Figure 1. Clock routing.
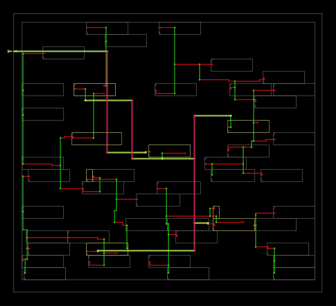
Figure 2. Wires at chosen ports, followed through buffers.
Scale: 6 px per um.
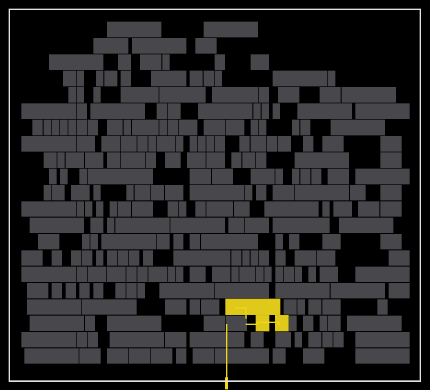
Figure 3. The metal 2 layer.
Scale: 6 px per um.
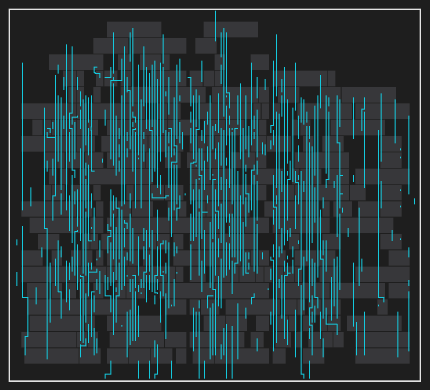
Figure 4. Cell classes on the final placement.
Scale: 6 px per um. Fill, decap, tap and diode cells in grey.
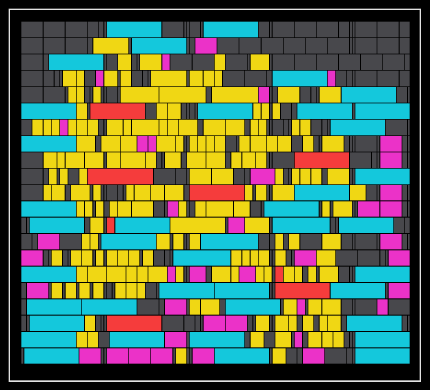
<file path="src/rtl/net_delay_monitor_pkg.sv">
// Shared types and constants for the net delay monitor.
package net_delay_monitor_pkg;

  typedef enum logic [1:0] {
    IDLE    = 2'd0,
    MEASURE = 2'd1,
    HOLD    = 2'd2
  } state_e;

  // Synchronizer depth on the capture path; also the delay compensation amount.
  localparam int SYNC_STAGES = 2;

endpackage

</file>
<file path="src/rtl/net_delay_monitor_edge_rise_detect.sv">
// Rising-edge detector: registered previous value, combinational rise pulse.
module edge_rise_detect (
  input  logic clk,
  input  logic rst_n,
  input  logic d_i,
  output logic rise_o
);

  logic prev_q;

  always_ff @(posedge clk or negedge rst_n) begin
    if (!rst_n) prev_q <= 1'b0;
    else        prev_q <= d_i;
  end

  assign rise_o = d_i & ~prev_q;

endmodule

</file>
<file path="src/rtl/net_delay_monitor.sv">
// Measures launch-to-capture rise delay in cycles, reports over valid/ready.
// Optional NET_DELAY_MON_SYNC_EN: synchronize capture_i and compensate the delay.
module net_delay_monitor
  import net_delay_monitor_pkg::*;
#(
  parameter int CNT_W   = 16,
  parameter int TIMEOUT = 1000
) (
  input  logic             clk,
  input  logic             rst_n,
  input  logic             launch_i,
  input  logic             capture_i,
  output logic             busy_o,
  output logic             res_valid_o,
  input  logic             res_ready_i,
  output logic [CNT_W-1:0] res_delay_o,
  output logic             res_timeout_o,
  output logic             res_overrun_o
);

  localparam logic [CNT_W-1:0] TIMEOUT_C = CNT_W'(TIMEOUT);

  logic             cap_src;
  logic             l_rise, c_rise;
  state_e           state_q, state_d;
  logic [CNT_W-1:0] cnt_q, cnt_d;
  logic [CNT_W-1:0] delay_q, delay_d;
  logic             to_q, to_d;
  logic             ovr_q, ovr_d;
  logic             busy_q, busy_d;
  logic             valid_q, valid_d;
  logic [CNT_W-1:0] meas_inc, meas_rep;

`ifdef NET_DELAY_MON_SYNC_EN
  localparam logic [CNT_W-1:0] SYNC_C = CNT_W'(SYNC_STAGES);
  logic [SYNC_STAGES-1:0] sync_q;

  always_ff @(posedge clk or negedge rst_n) begin
    if (!rst_n) sync_q <= '0;
    else        sync_q <= {sync_q[SYNC_STAGES-2:0], capture_i};
  end

  assign cap_src  = sync_q[SYNC_STAGES-1];
  // Synchronizer latency is removed from the report, floored at zero.
  assign meas_rep = (meas_inc > SYNC_C) ? (meas_inc - SYNC_C) : '0;
`else
  assign cap_src  = capture_i;
  assign meas_rep = meas_inc;
`endif

  edge_rise_detect u_launch_det (
    .clk    (clk),
    .rst_n  (rst_n),
    .d_i    (launch_i),
    .rise_o (l_rise)
  );

  edge_rise_detect u_capture_det (
    .clk    (clk),
    .rst_n  (rst_n),
    .d_i    (cap_src),
    .rise_o (c_rise)
  );

  assign meas_inc = cnt_q + CNT_W'(1);

  always_ff @(posedge clk or negedge rst_n) begin
    if (!rst_n) begin
      state_q <= IDLE;
      cnt_q   <= '0;
      delay_q <= '0;
      to_q    <= 1'b0;
      ovr_q   <= 1'b0;
      busy_q  <= 1'b0;
      valid_q <= 1'b0;
    end else begin
      state_q <= state_d;
      cnt_q   <= cnt_d;
      delay_q <= delay_d;
      to_q    <= to_d;
      ovr_q   <= ovr_d;
      busy_q  <= busy_d;
      valid_q <= valid_d;
    end
  end

  always_comb begin
    state_d = state_q;
    cnt_d   = cnt_q;
    delay_d = delay_q;
    to_d    = to_q;
    ovr_d   = ovr_q;
    case (state_q)
      IDLE: begin
        if (l_rise && c_rise) begin
          state_d = HOLD;
          delay_d = '0;
          to_d    = 1'b0;
        end else if (l_rise) begin
          state_d = MEASURE;
          cnt_d   = '0;
        end
      end
      MEASURE: begin
        // Capture takes priority over a coincident timeout.
        if (c_rise) begin
          state_d = HOLD;
          delay_d = meas_rep;
          to_d    = 1'b0;
        end else if (meas_inc == TIMEOUT_C) begin
          state_d = HOLD;
          delay_d = TIMEOUT_C;
          to_d    = 1'b1;
        end else begin
          cnt_d   = meas_inc;
        end
      end
      HOLD: begin
        if (res_ready_i) begin
          ovr_d = 1'b0;
          if (l_rise) begin
            state_d = MEASURE;
            cnt_d   = '0;
          end else begin
            state_d = IDLE;
          end
        end else if (l_rise) begin
          ovr_d = 1'b1;
        end
      end
      default: state_d = IDLE;
    endcase
  end

  always_comb begin
    busy_d  = (state_d == MEASURE);
    valid_d = (state_d == HOLD);
  end

  assign busy_o        = busy_q;
  assign res_valid_o   = valid_q;
  assign res_delay_o   = delay_q;
  assign res_timeout_o = to_q;
  assign res_overrun_o = ovr_q;

endmodule

</file>
<file path="config.mk">
export PLATFORM = sky130hd
export DESIGN_NAME = net_delay_monitor
export DESIGN_NICKNAME = d
export VERILOG_FILES = /design/src/rtl/net_delay_monitor_pkg.sv /design/src/rtl/net_delay_monitor_edge_rise_detect.sv /design/src/rtl/net_delay_monitor.sv
export SDC_FILE = /design/constraint.sdc
export NUM_CORES = 1
export LEC_CHECK = 0
export ABC_CLOCK_PERIOD_IN_PS = 2800
export CAP_MARGIN = 20
export CORE_ASPECT_RATIO = 0.9
export CORE_MARGIN = 1.5
export CORE_UTILIZATION = 55
export CTS_BUF_LIST = sky130_fd_sc_hd__clkbuf_16
export CTS_CLUSTER_DIAMETER = 30
export DETAILED_ROUTE_END_ITERATION = 8
export GPL_TIMING_DRIVEN = 0
export PLACE_DENSITY = 0.87
export SYNTH_ARGS = -nofsm -noshare
export SYNTH_HDL_FRONTEND = slang
export SYNTH_SLANG_ARGS = --single-unit
export TNS_END_PERCENT = 1
</file>
<file path="constraint.sdc">
create_clock -name clk -period 2.8 [get_ports clk]
set_input_delay 0.56 -clock clk [delete_from_list [all_inputs] [get_ports clk]]
set_output_delay 0.56 -clock clk [all_outputs]
set_load 0.01 [all_outputs]
</file>
==> results.txt <==
yosys + openroad results -> Top cells by area=sky130_fd_sc_hd__dfrtp_1, sky130_fd_sc_hd__o21ai_0, sky130_fd_sc_hd__nand2_1, CTS H-tree depth=2, reg-to-reg setup timing slack=0.04 ns, number of warnings in the stage logs=27, highest attainable clock frequency=363 MHz, inverters=7, total congestion overflow=0, largest class=multi-input combinational cells, Seq area share=0.380, count of hold-fix buffers inserted at cts=0, layout cells sized above 1=0.118, switch share=0.312, number of distinct library cells after synthesis=45, Comb power frac=0.282, total global routing track utilization=0.288, async set or reset register ratio after synthesis=1.00, finished layout cell area=0.00265 mm^2, well-tap cell count=46, logic gate fraction of the total cell area=0.409, final non-filler cell total=308, part of the Yosys area used for sequential elements=0.475, final number of max-transition violations=0, category of the worst setup path capture point=register, remaining number of nets flagged by the antenna check after routing=0, cell total after placement=297, R2R Path Start=cnt_q[0], launching instance or port of the critical path=cnt_q[0], Net Switching=between 0.6 and 0.7 mW, number of standard-cell rows in the floorplan=21, ClkCell Share=0.0615, pin count of the biggest net entering global routing=41, Floorplan Core Area=0.00370 mm^2, post-synthesis cell type with the largest combined area=sky130_fd_sc_hd__dfrtp_1, post-place setup slack=-0.217 ns, Vert. Die Dim=61.7 um, MI comb cells=168, vias after detailed routing=1,888, Final GP Congestion=0.935, placed instance area=0.00240 mm^2, final sum of negative setup slack=0 ns, VDD IR-drop max=0.560 mV, Worst Tran Pin Value=0.974 ns, nonclk buf count=39, post-synth area from yosys stat=0.00211 mm^2, root buffer selected by CTS=sky130_fd_sc_hd__clkbuf_16, number of clock-tree buffers in the layout=5, total die size=0.00421 mm^2, required time at the endpoint of the critical path=2.95 ns, via count of the first global-routing pass=roughly 1.8k, Avg Inst Size Synth=9.29 um^2, number of antenna violations at the first check in global routing=0, type of origin of the critical path=register, worst setup slack after layout=0.0416 ns, top-count cell post-synth=sky130_fd_sc_hd__dfrtp_1, total of endpoints with negative setup slack in the final report=0, sequential share of power=0.390, critical path fanouts, max=10, yosys stat cell total=roughly 230, WL/cell=17.9 um, HPWL after detailed placement=3520 um, detailed-routing iteration count for the pre-antenna-repair pass=4, post-CTS resize count=5, wire length after detailed routing=about 5500 um, Hold Fails Final Rpt=0, share of the synthesized area in the top cell type=0.475, clock slew at reported path FFs=0.06 ns, ratio of final minimum period to clock period=0.985, number of design rule violations left after detail routing=0, Post-synth EDFFs=0, most used logic cell in the final layout=sky130_fd_sc_hd__dfrtp_1, kind of critical path=register to register, top flip-flop cell by instance count after synthesis=sky130_fd_sc_hd__dfrtp_1, WP data arrival=a little under 3 ns, Starting DRT DRC Count=215, total of max-cap violations=0, Max clock buf depth=2, most frequently placed logic cells in the final layout=sky130_fd_sc_hd__dfrtp_1, sky130_fd_sc_hd__nand2_1, sky130_fd_sc_hd__clkdlybuf4s50_1, mapped cell area=~0.0021 mm^2, Synth-to-Final Area Change=25.5%, ranking of synthesized cells by instance count=sky130_fd_sc_hd__dfrtp_1, sky130_fd_sc_hd__nand2_1, sky130_fd_sc_hd__o21ai_0, endpoint of the worst register-to-register path=res_delay_o[0], total clock sinks=40, routed via count divided by cell count=6.13, clock tree from TritonCTS=built, number of filler cells placed in the layout=263, diode insertion count for antenna repair=0, latest clock arrival within the worst-skew pair=just under 0.3 ns, Die X=68.3 um, number of nets in the layout=~270, internal power contribution=between 1 and 1.5 mW, count of buffers added by post-CTS timing repair for setup=1, post-layout power=between 1.5 and 2 mW, clock network fraction of total power=0.329, area used by sequential logic in the layout=about 0.0010 mm^2, buffer share of cell area=0.119, combinational cell area excluding buffers and inverters=0.00108 mm^2, post-layout utilization of the core=0.714, syn nets=234, final-layout worst hold slack=between 0.3 and 0.4 ns, Leak Pwr=around 1.1 nW, Seq cells post-synth=40, capturing instance or port of the critical path=res_delay_o[0], total number of yosys warnings=0, Flop Count=approximately 40, Cells after Synth=227, power per unit of standard cell area=738 mW/mm^2, global-route wire length before repair=8680 um, Worst Reg-to-Reg Cells=9, hold crit path type=primary input to async pin, fp_density=0.569, post-layout minimum cycle time=2.76 ns, outcome=finished, final reports clean, Max transition margin=0.344
-- Figure 1 (at the start) --
final worst clock skew: 0.00625 ns
clock network power: 0.641 mW
number of buffers added by the clock tree synthesis step: 5

-- Figure 2 (at the start) --
[`capture_i`] yellow | bits: 1 | direction: input | edge: south | end cells: 3 | buffers: 1 | wire: 18.8 um
io pins: 25
input/output buffers: 24

-- Figure 3 (at the start) --
main direction: vertical
share of all routed wire: 48%
wire length on this layer: 2,670 um

-- Figure 4 (at the start) --
[registers] cyan | cells: 40 | share of their area: 39%
[remaining logic cells] yellow | cells: 175 | share of their area: 43%
[clock drivers and dummy loads] red | cells: 8 | share of their area: 6.3%
[remaining buffers and delay cells] magenta | cells: 39 | share of their area: 12%

-- flip-flops by register name (all words and copies together), names as in the netlist --
name                  flops
cnt_q                    16
res_delay_o              16
res_overrun_o             1
busy_o                    1
state_q                   2
u_launch_det.prev_q       1
res_valid_o               1
u_capture_det.prev_q      1
res_timeout_o             1
-- critical path: stages (launching register included) --
cell and delay, ns:
sky130_fd_sc_hd__dfrtp_2 0.45, sky130_fd_sc_hd__ha_4 0.20, sky130_fd_sc_hd__nand3_4 0.13, sky130_fd_sc_hd__or3_4 0.41
sky130_fd_sc_hd__a221o_1 0.37, sky130_fd_sc_hd__nor4_4 0.34, sky130_fd_sc_hd__nand3_2 0.18, sky130_fd_sc_hd__buf_6 0.20
sky130_fd_sc_hd__o2111ai_1 0.21, sky130_fd_sc_hd__o21ai_0 0.12
-- power by group through the flow --
stage	clock network [mW]	registers [mW]	logic, mW
after floorplan	0	0.780	0.229
after global placement	0	0.763	0.450
after detailed placement	0	0.766	0.464
after CTS	0.638	0.754	0.492
after global routing	0.662	0.771	0.596
final	0.641	0.761	0.550
-- kinds of logic after synthesis --
| group | after synthesis | share of synthesized area |
|---|---|---|
| buffers and inverters | 19 | 0.0392 |
| AND/OR/NAND/NOR | 92 | 0.223 |
| flip-flops | 40 | 0.475 |
| XOR/XNOR | 11 | 0.0457 |
| AND-OR/OR-AND | 59 | 0.186 |
| adder cells (fa/ha/maj) | 2 | 0.0119 |
| multiplexers | 4 | 0.0190 |
-- per-layer routing --
layer | track usage | vias to the layer above | part of all wire
met2 | 0.456 | 67 | 0.48
met4 | 0.126 | 0 | 0.027
li1 | - | 886 | -
met5 | 0 | - | 0
met3 | 0.0865 | 18 | 0.067
met1 | 0.370 | 917 | 0.42
No activity file was given, so power comes from the tool's default toggle rates.
